Figure 1. Met1 routing.
Cells faint in the background.
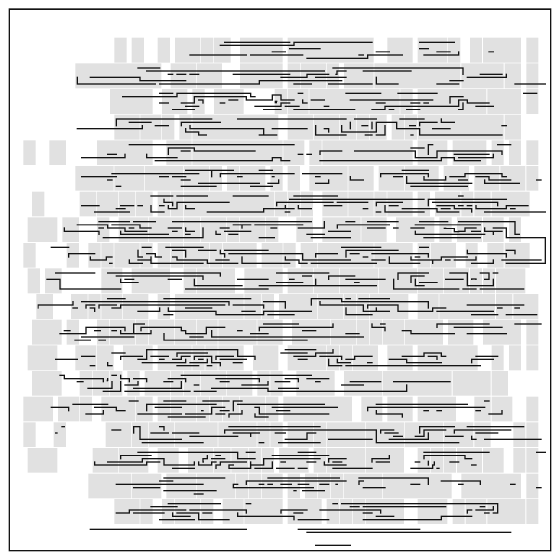
Figure 2. Signal wires on met2.
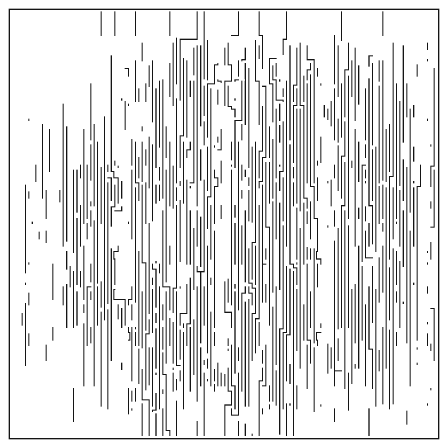
--- config.mk ---
export PLATFORM = sky130hd
export DESIGN_NAME = multicycle_control
export DESIGN_NICKNAME = d
export VERILOG_FILES = /design/src/rtl/multicycle_control_pkg.sv /design/src/rtl/multicycle_control_alu_func_decode.sv /design/src/rtl/multicycle_control.sv
export SDC_FILE = /design/constraint.sdc
export NUM_CORES = 1
export LEC_CHECK = 0
export ABC_AREA = 1
export CORE_UTILIZATION = 42
export DETAILED_ROUTE_END_ITERATION = 6
export GPL_ROUTABILITY_DRIVEN = 0
export HOLD_SLACK_MARGIN = 0.1
export PLACE_DENSITY = 0.95
export SETUP_SLACK_MARGIN = 0.2
export SLEW_MARGIN = 20
export SYNTH_ARGS = -nofsm -noshare
export SYNTH_HDL_FRONTEND = slang
export SYNTH_SLANG_ARGS = --single-unit
--- constraint.sdc ---
create_clock -name clk -period 2.05 [get_ports clk]
set_input_delay 0.41 -clock clk [delete_from_list [all_inputs] [get_ports clk]]
set_output_delay 0.41 -clock clk [all_outputs]
set_load 0.01 [all_outputs]
--- src/rtl/multicycle_control_pkg.sv ---
// Shared types and constants for the multi-cycle MIPS control sequencer:
// state encoding, opcode/funct values, ALU codes and datapath mux selects.
package multicycle_control_pkg;

  typedef enum logic [3:0] {
    FETCH  = 4'd0,
    DECODE = 4'd1,
    MEMADR = 4'd2,
    MEMRD  = 4'd3,
    MEMWB  = 4'd4,
    MEMWR  = 4'd5,
    EXEC   = 4'd6,
    ALUWB  = 4'd7,
    BRANCH = 4'd8,
    ADDIEX = 4'd9,
    ADDIWB = 4'd10,
    JUMP   = 4'd11
  } state_e;

  localparam logic [5:0] OP_RTYPE = 6'b000000;
  localparam logic [5:0] OP_LW    = 6'b100011;
  localparam logic [5:0] OP_SW    = 6'b101011;
  localparam logic [5:0] OP_BEQ   = 6'b000100;
  localparam logic [5:0] OP_BNE   = 6'b000101;
  localparam logic [5:0] OP_ADDI  = 6'b001000;
  localparam logic [5:0] OP_J     = 6'b000010;

  localparam logic [5:0] FN_ADD = 6'b100000;
  localparam logic [5:0] FN_SUB = 6'b100010;
  localparam logic [5:0] FN_AND = 6'b100100;
  localparam logic [5:0] FN_OR  = 6'b100101;
  localparam logic [5:0] FN_SLT = 6'b101010;

  localparam logic [3:0] ALU_AND = 4'b0000;
  localparam logic [3:0] ALU_OR  = 4'b0001;
  localparam logic [3:0] ALU_ADD = 4'b0010;
  localparam logic [3:0] ALU_SUB = 4'b0110;
  localparam logic [3:0] ALU_SLT = 4'b0111;

  localparam logic [1:0] SRCB_RT     = 2'b00;
  localparam logic [1:0] SRCB_FOUR   = 2'b01;
  localparam logic [1:0] SRCB_IMM    = 2'b10;
  localparam logic [1:0] SRCB_IMM_SH = 2'b11;

  localparam logic [1:0] PCSRC_ALU    = 2'b00;
  localparam logic [1:0] PCSRC_ALUOUT = 2'b01;
  localparam logic [1:0] PCSRC_JUMP   = 2'b10;

endpackage

--- src/rtl/multicycle_control_alu_func_decode.sv ---
// R-type funct decoder: maps func to an ALU control code and flags whether
// the funct is one the datapath supports.
module alu_func_decode
  import multicycle_control_pkg::*;
(
  input  logic [5:0] func,
  output logic [3:0] alu_cntl,
  output logic       valid
);

  always_comb begin
    // NOTE: every output gets a default before the case so no latch is inferred.
    alu_cntl = ALU_AND;
    valid    = 1'b1;
    case (func)
      FN_ADD:  alu_cntl = ALU_ADD;
      FN_SUB:  alu_cntl = ALU_SUB;
      FN_AND:  alu_cntl = ALU_AND;
      FN_OR:   alu_cntl = ALU_OR;
      FN_SLT:  alu_cntl = ALU_SLT;
      default: valid    = 1'b0;
    endcase
  end

endmodule

--- src/rtl/multicycle_control.sv ---
// Multi-cycle MIPS control sequencer with memory-handshake timeout.
// Define PERF_CNT_EN to build the retired-instruction counter.
module multicycle_control
  import multicycle_control_pkg::*;
#(
  parameter int TIMEOUT_CYCLES = 16,
  parameter int TO_W           = 5
) (
  input  logic        clk,
  input  logic        reset,
  input  logic        run,
  input  logic [5:0]  op,
  input  logic [5:0]  func,
  input  logic        mem_ready,
  output logic        pc_write,
  output logic        pc_write_cond,
  output logic        branch_ne,
  output logic [1:0]  pc_source,
  output logic        iord,
  output logic        mem_read,
  output logic        mem_write,
  output logic        ir_write,
  output logic        reg_dst,
  output logic        mem_to_reg,
  output logic        reg_write,
  output logic        alu_src_a,
  output logic [1:0]  alu_src_b,
  output logic [3:0]  alu_cntl,
  output logic [3:0]  state,
  output logic        illegal_op,
  output logic        mem_timeout,
  output logic [31:0] instr_retired
);

  state_e          state_q, state_d;
  logic [TO_W-1:0] to_cnt_q, to_cnt_d;
  logic [3:0]      func_alu;
  logic            func_ok;
  logic            waiting, limit, timeout;

  alu_func_decode u_func_decode (
    .func     (func),
    .alu_cntl (func_alu),
    .valid    (func_ok)
  );

  // Only an outstanding memory access can stall; everything else is one cycle.
  assign waiting = (state_q == FETCH && run) || state_q == MEMRD || state_q == MEMWR;
  assign limit   = (TIMEOUT_CYCLES > 0) && (to_cnt_q == TO_W'(TIMEOUT_CYCLES));
  assign timeout = waiting && limit && !mem_ready;

  // The counter restarts whenever an access completes, aborts or is not pending.
  assign to_cnt_d = (!waiting || mem_ready || timeout || TIMEOUT_CYCLES == 0)
                    ? '0 : to_cnt_q + TO_W'(1);

  always_ff @(posedge clk or negedge reset) begin
    if (!reset) begin
      state_q  <= FETCH;
      to_cnt_q <= '0;
    end else begin
      // NOTE: sequential state uses non-blocking assignments so all flops
      // update together from pre-edge values.
      state_q  <= state_d;
      to_cnt_q <= to_cnt_d;
    end
  end

  assign state = state_q;

  always_comb begin
    state_d       = state_q;
    pc_write      = 1'b0;
    pc_write_cond = 1'b0;
    branch_ne     = 1'b0;
    pc_source     = PCSRC_ALU;
    iord          = 1'b0;
    mem_read      = 1'b0;
    mem_write     = 1'b0;
    ir_write      = 1'b0;
    reg_dst       = 1'b0;
    mem_to_reg    = 1'b0;
    reg_write     = 1'b0;
    alu_src_a     = 1'b0;
    alu_src_b     = SRCB_RT;
    alu_cntl      = ALU_AND;
    illegal_op    = 1'b0;
    mem_timeout   = 1'b0;
    // Held reset forces every control low, even the FETCH memory request.
    if (reset) begin
      case (state_q)
        FETCH: begin
          if (run) begin
            mem_read  = 1'b1;
            alu_src_b = SRCB_FOUR;
            alu_cntl  = ALU_ADD;
            if (mem_ready) begin
              ir_write = 1'b1;
              pc_write = 1'b1;
              state_d  = DECODE;
            end else if (timeout) begin
              mem_timeout = 1'b1;
            end
          end
        end
        DECODE: begin
          alu_src_b = SRCB_IMM_SH;
          alu_cntl  = ALU_ADD;
          case (op)
            OP_RTYPE: begin
              if (func_ok) state_d = EXEC;
              else begin
                illegal_op = 1'b1;
                state_d    = FETCH;
              end
            end
            OP_LW, OP_SW:   state_d = MEMADR;
            OP_BEQ, OP_BNE: state_d = BRANCH;
            OP_ADDI:        state_d = ADDIEX;
            OP_J:           state_d = JUMP;
            default: begin
              illegal_op = 1'b1;
              state_d    = FETCH;
            end
          endcase
        end
        MEMADR: begin
          alu_src_a = 1'b1;
          alu_src_b = SRCB_IMM;
          alu_cntl  = ALU_ADD;
          state_d   = (op == OP_SW) ? MEMWR : MEMRD;
        end
        MEMRD: begin
          mem_read = 1'b1;
          iord     = 1'b1;
          if (mem_ready) state_d = MEMWB;
          else if (timeout) begin
            mem_timeout = 1'b1;
            state_d     = FETCH;
          end
        end
        MEMWB: begin
          mem_to_reg = 1'b1;
          reg_write  = 1'b1;
          state_d    = FETCH;
        end
        MEMWR: begin
          mem_write = 1'b1;
          iord      = 1'b1;
          if (mem_ready) state_d = FETCH;
          else if (timeout) begin
            mem_timeout = 1'b1;
            state_d     = FETCH;
          end
        end
        EXEC: begin
          alu_src_a = 1'b1;
          alu_cntl  = func_alu;
          state_d   = ALUWB;
        end
        ALUWB: begin
          reg_dst   = 1'b1;
          reg_write = 1'b1;
          state_d   = FETCH;
        end
        BRANCH: begin
          alu_src_a     = 1'b1;
          alu_cntl      = ALU_SUB;
          pc_write_cond = 1'b1;
          pc_source     = PCSRC_ALUOUT;
          branch_ne     = (op == OP_BNE);
          state_d       = FETCH;
        end
        ADDIEX: begin
          alu_src_a = 1'b1;
          alu_src_b = SRCB_IMM;
          alu_cntl  = ALU_ADD;
          state_d   = ADDIWB;
        end
        ADDIWB: begin
          reg_write = 1'b1;
          state_d   = FETCH;
        end
        JUMP: begin
          pc_write  = 1'b1;
          pc_source = PCSRC_JUMP;
          state_d   = FETCH;
        end
        default: state_d = FETCH;
      endcase
    end
  end

`ifdef PERF_CNT_EN
  logic        retire;
  logic [31:0] retired_q;

  // Completing states always return to FETCH; a store completes only on mem_ready.
  assign retire = (state_q inside {MEMWB, ALUWB, BRANCH, ADDIWB, JUMP})
                || (state_q == MEMWR && mem_ready);

  always_ff @(posedge clk or negedge reset) begin
    if (!reset)      retired_q <= '0;
    else if (retire) retired_q <= retired_q + 32'd1;
  end

  assign instr_retired = retired_q;
`else
  assign instr_retired = '0;
`endif

endmodule
==> Changelog: implementation <==
## Flow update

- Status: finished, violations left
- Failing checks: DRC, setup timing
- Main area contributors: buf_4 20%, dfrtp_1 18%, nand2_1 11%
- Multi-In Gates: 161
- Setup CP Type: reg -> out
- Drt drc: 9
- Signal buf overhead: 38.71%
- Clock Path Buffers: 2
- Top-count cell post-synth: nand2_1
- Leakage: 1.319 nW
- CLK BUF: 4
- Critical path's largest stage delay: 0.42 ns
- Fin worst setup slack: -0.03478 ns
- Hold WS: 0.3889 ns
- Vias in the first global route: 1698
- Cell row count: 19
- Critical Path Source Type: register
- Hold WC Path Type: in -> async
- Unrepaired setup endpoints after global routing: true
- CP bufs+invs: 2
- Max Clk Rate: 0.4797 GHz
- Syn Inst Count: 208
- Final hold violations: 0
- Seq area share: 9.798%
- First-pass GRT wire length: 8.362 mm
- Hold-fix buffers, CTS: 0
- Final setup viols: 2
- Synth unique cells: 30
- Syn-to-layout area delta: 82.86%
- CP cell instances: inv_1 -> ha_1 -> nand2_1 -> nor2_1 -> nand3_2 -> nor2_1 -> buf_2
- VDD IR max: 0.4242 mV
- Drt pass-1 iters: 7
- Die area: 3284 um2
Back to the opening pictures, Figure 1:
nets with wire on the layer: 283
share of all routed wire: 35%
wire length on this layer: 2120 um
longest straight run: 21.6 um
DRT Wirelength: 6.062 mm
Vias: 1848
GR Layer Usage met1: 34.46%

Back to the opening pictures, Figure 2:
share of all routed wire: 51%
nets with wire on the layer: 309

-- what timing repair did --
action / CTS / global route
pin swaps: 25 / 14
gates resized: 158 / 27
hold endpoints to repair: 0 / 0
setup endpoints to repair: 20 / 20
buffers inserted: 19 / 10
-- routing by layer --
metal	track usage [%]	share of wire, %
met5	0	0
met4	16.03	4.7
met1	34.46	35
met3	10.43	9.5
met2	62.35	51
-- metrics by stage --
stage | total power (W) | setup slack (ns)
6_report | 0.001776 | -0.03478
3_5_place_dp | 0.001373 | -0.4875
3_3_place_gp | 0.001338 | -0.4176
2_1_floorplan | 0.0008242 | 0.3854
5_1_grt | 0.001826 | -0.05002
4_1_cts | 0.001476 | 0.01360
-- registers in the layout, summed over array words and instances (netlist names) --
signal / count
state: 4
to_cnt_q: 5
No activity file was given, so power comes from the tool's default toggle rates.
